[config.mk]
export PLATFORM = sky130hd
export DESIGN_NAME = st_unit_flat
export DESIGN_NICKNAME = d
export VERILOG_FILES = /design/src/rtl/st_if.sv /design/src/rtl/st_unit.sv /design/src/flat_wrapper.sv
export SDC_FILE = /design/constraint.sdc
export NUM_CORES = 1
export LEC_CHECK = 0
export CAP_MARGIN = 20
export CORE_UTILIZATION = 31
export DETAILED_ROUTE_END_ITERATION = 8
export PLACE_DENSITY = 0.82
export SLEW_MARGIN = 20
export SYNTH_ARGS = -nofsm -noshare
export SYNTH_HDL_FRONTEND = slang
export SYNTH_SLANG_ARGS = --single-unit
[constraint.sdc]
create_clock -name clk -period 1.39 [get_ports clk]
set_input_delay 0.278 -clock clk [delete_from_list [all_inputs] [get_ports clk]]
set_output_delay 0.278 -clock clk [all_outputs]
set_load 0.05 [all_outputs]
[src/rtl/st_if.sv]
// Store unit bus: controller request fields, RAM port and status.
interface st_if;
  logic        start;
  logic [15:0] ins;
  logic [15:0] A_in;
  logic [15:0] B_in;
  logic [15:0] ram_rdata;
  logic [7:0]  address;
  logic [15:0] ram_wdata;
  logic        ram_we;
  logic        ram_re;
  logic        busy;
  logic        done;

  modport master (
    output start, ins, A_in, B_in, ram_rdata,
    input  address, ram_wdata, ram_we, ram_re,
    input  busy, done
  );

  modport slave (
    input  start, ins, A_in, B_in, ram_rdata,
    output address, ram_wdata, ram_we, ram_re,
    output busy, done
  );
endinterface

[src/rtl/st_unit.sv]
// Store unit for the Green 16-bit datapath (word and byte stores to RAM).
// ST_BYTE_EN builds the read-modify-write path for byte stores.
module st_unit (
  input  logic clk,
  input  logic reset_n,
  st_if.slave  bus
);

`ifdef ST_BYTE_EN
  typedef enum logic [1:0] {
    IDLE, WRITE, READ, MERGE
  } state_t;
`else
  typedef enum logic [0:0] {
    IDLE, WRITE
  } state_t;
`endif

  state_t      state, nxt;
  logic [7:0]  addr;
  logic [15:0] src;
  logic [15:0] sel;
  logic [15:0] wdata;
  logic        we, re;

  assign sel = bus.ins[11] ? bus.B_in : bus.A_in;

`ifdef ST_BYTE_EN
  logic lane;
  logic unused_ok;
  assign unused_ok = ^{bus.ins[15:12], bus.ins[8]};
`else
  logic unused_ok;
  assign unused_ok = ^{bus.ins[15:12], bus.ins[9:8],
                       bus.ram_rdata};
`endif

  always_ff @(posedge clk or negedge reset_n) begin
    if (!reset_n) begin
      state <= IDLE;
      addr  <= '0;
      src   <= '0;
`ifdef ST_BYTE_EN
      lane  <= 1'b0;
`endif
    end else begin
      state <= nxt;
      if (state == IDLE && bus.start) begin
        addr <= bus.ins[7:0];
`ifdef ST_BYTE_EN
        src  <= sel;
        lane <= bus.ins[9];
`else
        // Without byte support a byte store writes a zero-extended byte
        src  <= bus.ins[10] ? {8'h00, sel[7:0]} : sel;
`endif
      end
    end
  end

  always_comb begin
    nxt   = state;
    we    = 1'b0;
    re    = 1'b0;
    wdata = '0;
    unique case (state)
      IDLE: begin
        if (bus.start) begin
`ifdef ST_BYTE_EN
          nxt = bus.ins[10] ? READ : WRITE;
`else
          nxt = WRITE;
`endif
        end
      end
      WRITE: begin
        we    = 1'b1;
        wdata = src;
        nxt   = IDLE;
      end
`ifdef ST_BYTE_EN
      READ: begin
        re  = 1'b1;
        nxt = MERGE;
      end
      MERGE: begin
        we    = 1'b1;
        wdata = lane ? {src[7:0], bus.ram_rdata[7:0]}
                     : {bus.ram_rdata[15:8], src[7:0]};
        nxt   = IDLE;
      end
`endif
      default: nxt = IDLE;
    endcase
  end

  assign bus.address   = addr;
  assign bus.ram_wdata = wdata;
  assign bus.ram_we    = we;
  assign bus.ram_re    = re;
  assign bus.done      = we;
  assign bus.busy      = (state != IDLE);

endmodule
[src/flat_wrapper.sv]
// flat-port wrapper written by rule: the top's interface ports become plain ports
module st_unit_flat 
  (clk, reset_n, bus_start, bus_ins, bus_A_in, bus_B_in, bus_ram_rdata, bus_address, bus_ram_wdata, bus_ram_we, bus_ram_re, bus_busy, bus_done);
  st_if bus_i ();
  input  logic clk;
  input  logic reset_n;
  input wire logic [$bits(bus_i.start)-1:0] bus_start;
  input wire logic [$bits(bus_i.ins)-1:0] bus_ins;
  input wire logic [$bits(bus_i.A_in)-1:0] bus_A_in;
  input wire logic [$bits(bus_i.B_in)-1:0] bus_B_in;
  input wire logic [$bits(bus_i.ram_rdata)-1:0] bus_ram_rdata;
  output wire logic [$bits(bus_i.address)-1:0] bus_address;
  output wire logic [$bits(bus_i.ram_wdata)-1:0] bus_ram_wdata;
  output wire logic [$bits(bus_i.ram_we)-1:0] bus_ram_we;
  output wire logic [$bits(bus_i.ram_re)-1:0] bus_ram_re;
  output wire logic [$bits(bus_i.busy)-1:0] bus_busy;
  output wire logic [$bits(bus_i.done)-1:0] bus_done;
  assign bus_i.start = bus_start;
  assign bus_i.ins = bus_ins;
  assign bus_i.A_in = bus_A_in;
  assign bus_i.B_in = bus_B_in;
  assign bus_i.ram_rdata = bus_ram_rdata;
  assign bus_address = bus_i.address;
  assign bus_ram_wdata = bus_i.ram_wdata;
  assign bus_ram_we = bus_i.ram_we;
  assign bus_ram_re = bus_i.ram_re;
  assign bus_busy = bus_i.busy;
  assign bus_done = bus_i.done;
  st_unit u_core (.clk(clk), .reset_n(reset_n), .bus(bus_i));
endmodule
==> images/metal_density.png <==
The die is cut into 13 by 13 equal tiles; white is low, dark blue is high, scaled to the fullest tile. Values are wire area over tile area, all layers added.
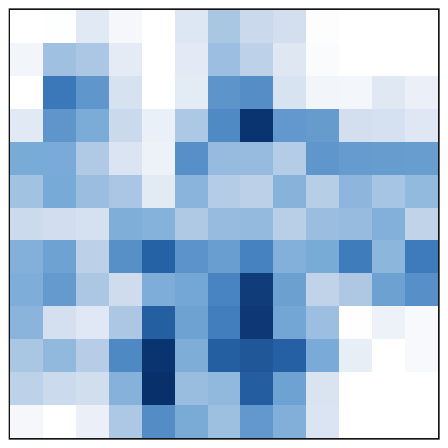
tiles over half the peak: 26%
emptiest ninth of the die: upper right
densest ninth of the die: bottom centre
fullest tile: 0.34
mean over tiles: 0.12
final wirelength: 3480 um
Total GRT Usage: 0.170
vias: 1,013
Routed WL per cell: 15.8 um

==> images/logic_types.png <==
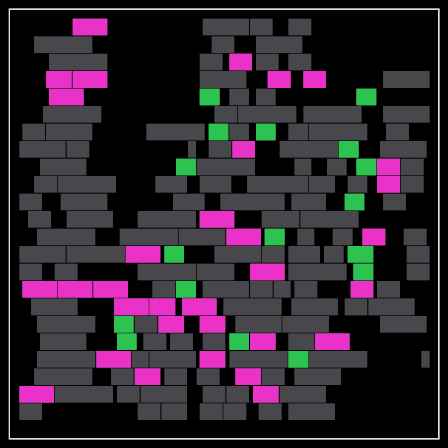
legend:
  and/or cells:
    colour: green
    cells: 17
    most_used: and2_4
  mux cells:
    colour: magenta
    cells: 32
    most_used: mux2_4
    where: widely spread

==> impl_metrics.tcl <==
# collected from the flow reports
set metrics [dict create \
    p_sw_frac 0.319 \
    cts.sinks 25 \
    top_area_cell "dfrtp_1" \
    fp_nets 161 \
    cts_inserted_buffers 3 \
    timing.fmax_mhz 689 \
    drc_errors 0 \
    routabilityCongestion 0.658 \
    worst_slack_ns -0.0613 \
    critPathRequiredTime_ns 1.11 \
    xor_area_frac 0 \
    worstSetupPathType "flip-flop to output pin" \
    ys.flops 25 \
    flop_area_um2 627 \
    period_needed_ns 1.45 \
    cp.arrival_ns 1.17 \
    avgSynthCellArea_um2 13.7 \
    layout_top_cells "clkdlybuf4s50_1, buf_12, dfrtp_1, and2_4, mux2_4" \
    fp.dieW_um 66.6 \
    placed_cells 211 \
    grt_first_pass_wirelength_um 5480 \
    sequentialPowerShare 0.377 \
    n_antenna_cell 0 \
    antenna_found_initial 0 \
    outcome "complete, but fails checks" \
    worstSetupEndpointType "output pin" \
    p_leak_nw 1.10 \
    nets 238 \
    die_h_um 66.6 \
    root_buffer "clkbuf_8" \
    path_clk_slew_ns 0.08 \
    grt_max_degree 26 \
    io_pins 95 \
    area_leaders "dfrtp_1, mux2_2, mux2_4, and2_1, mux2i_1" \
    r2r-end "u_core.bus.address[4]" \
    area_growth_pct 93.4 \
    cts_hold_buf 0 \
    core_area_um2 4000 \
    hold_viol 0 \
    simple_gate_share 0.0891 \
    globalRouteOverflowTotal 0 \
    syn_inst 94 \
    stdcell_area_um2 2500 \
    synth_stat.cells 94 \
    syn_area_um2 1290 \
    violations "negative setup slack" \
    hold_path_class "input port to asynchronous set/reset pin" \
    dr.pass1.iters 3 \
    combPwrFrac 0.451 \
    fill_cells 313 \
    vdd_drop_max_mv 0.784 \
    ctsHtreeMaxLevel 1 \
    mux_area_frac 0.297 \
    logic_area_um2 646 \
    post_dp_cell_area_um2 2310 \
    regToRegStartpoint "u_core.bus.busy" \
    cp-endpoint "bus_ram_wdata[3]" \
    setup_violations 18 \
    viasPerCell 4.60 \
    drt-initial-drc-count 5 \
    tns_ns -0.885 \
    cts_tree "done" \
    ys_sh_adder 0 \
    grt_pass1_vias 1132 \
    postCtsSetupBuffers 3 \
    cellPowerDensity_nw_per_um2 975 \
    skew_ns 0.00222 \
    clk_path_buf_depth 2 \
    p_total_w 0.00244 \
    power_switching_w 0.000778 \
]
==> images/io_placement.png <==
Scale bar: 20 um. Pins as bars across the die edge, other pins in grey.
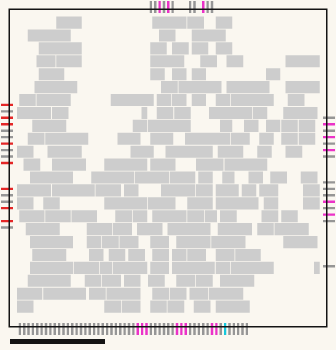
legend:
  bus_ram_wdata:
    colour: magenta
    pins: 16
    direction: output
    edge: 8 bottom, 5 right, 3 top
  bus_address:
    colour: red
    pins: 8
    direction: output
    edge: left
  bus_done:
    colour: cyan
    pins: 1
    direction: output
    edge: bottom

==> images/detail.png <==
Scale bar: 5 um. Window x 23 to 43, y 37 to 57 um. Cells in grey, sequential cells in the stronger grey; small squares are vias.
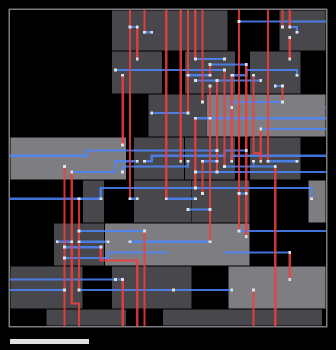
legend:
  metal 1:
    colour: blue
  metal 2:
    colour: red
sequential cells in the window: 4
most frequent: and2_4 (4), o2bb2ai_1 (3), dfrtp_1 (3)
netlist names of flops here include: u_core.src (3), u_core.bus.busy (1)
cells with their middle in the window: 19

[Yosys cell counts]
cell type,n
and2_1,16
buf_12,1
buf_2,1
buf_4,3
buf_6,3
clkbuf_1,1
conb_1,1
dfrtp_1,25
inv_6,1
mux2_2,15
mux2_4,9
mux2i_1,8
nand2b_1,1
o2bb2ai_1,8
or3b_2,1
[power groups by stage]
| stage | combinational (W) | clock (W) | sequential, W |
|---|---|---|---|
| floorplan | 0.000394 | 0 | 0.00102 |
| global placement | 0.000999 | 0 | 0.000912 |
| detailed placement | 0.00102 | 0 | 0.000924 |
| CTS | 0.00109 | 0.000431 | 0.000919 |
| global route | 0.00114 | 0.000469 | 0.000933 |
| finish | 0.00110 | 0.000419 | 0.000919 |
[per-stage QoR]
step           worst slack (ns)   util
6_report                -0.0613  0.625
5_1_grt                 -0.0972  0.625
4_1_cts                 -0.0678  0.618
3_5_place_dp             -0.268  0.577
3_3_place_gp             -0.228  0.577
2_1_floorplan           -0.0794      -
[cell families (layout without fill, tap and decap cells)]
kind of cell,count (synthesis),in the layout
flops,25,25
compound gates,8,8
mux,32,32
simple gates,18,18
buf+inv,10,86
other cells,1,1
[critical path: stages, from the launching register on]
cell,delay [ns]
dfrtp_2,0.47
buf_16,0.16
and2_4,0.14
buf_12,0.14
[state kept, by name (all words and copies together), names as in the netlist]
signal              count
u_core.bus.address      8
u_core.bus.busy         1
u_core.src             16
[area by class of cell]
cell class	instances	area share
timing repair buffer	80	0.435
sequential	25	0.251
timing repair inverter	1	0.00651
multi-input combinational	59	0.258
inverter	1	0.00651
tap	50	0.0250
clock buffer	4	0.0180
[layer usage]
layer	global-route usage	wire, um
met5	0	0
met4	0.0505	61
met2	0.351	2050
met3	0.0188	117
met1	0.172	1250
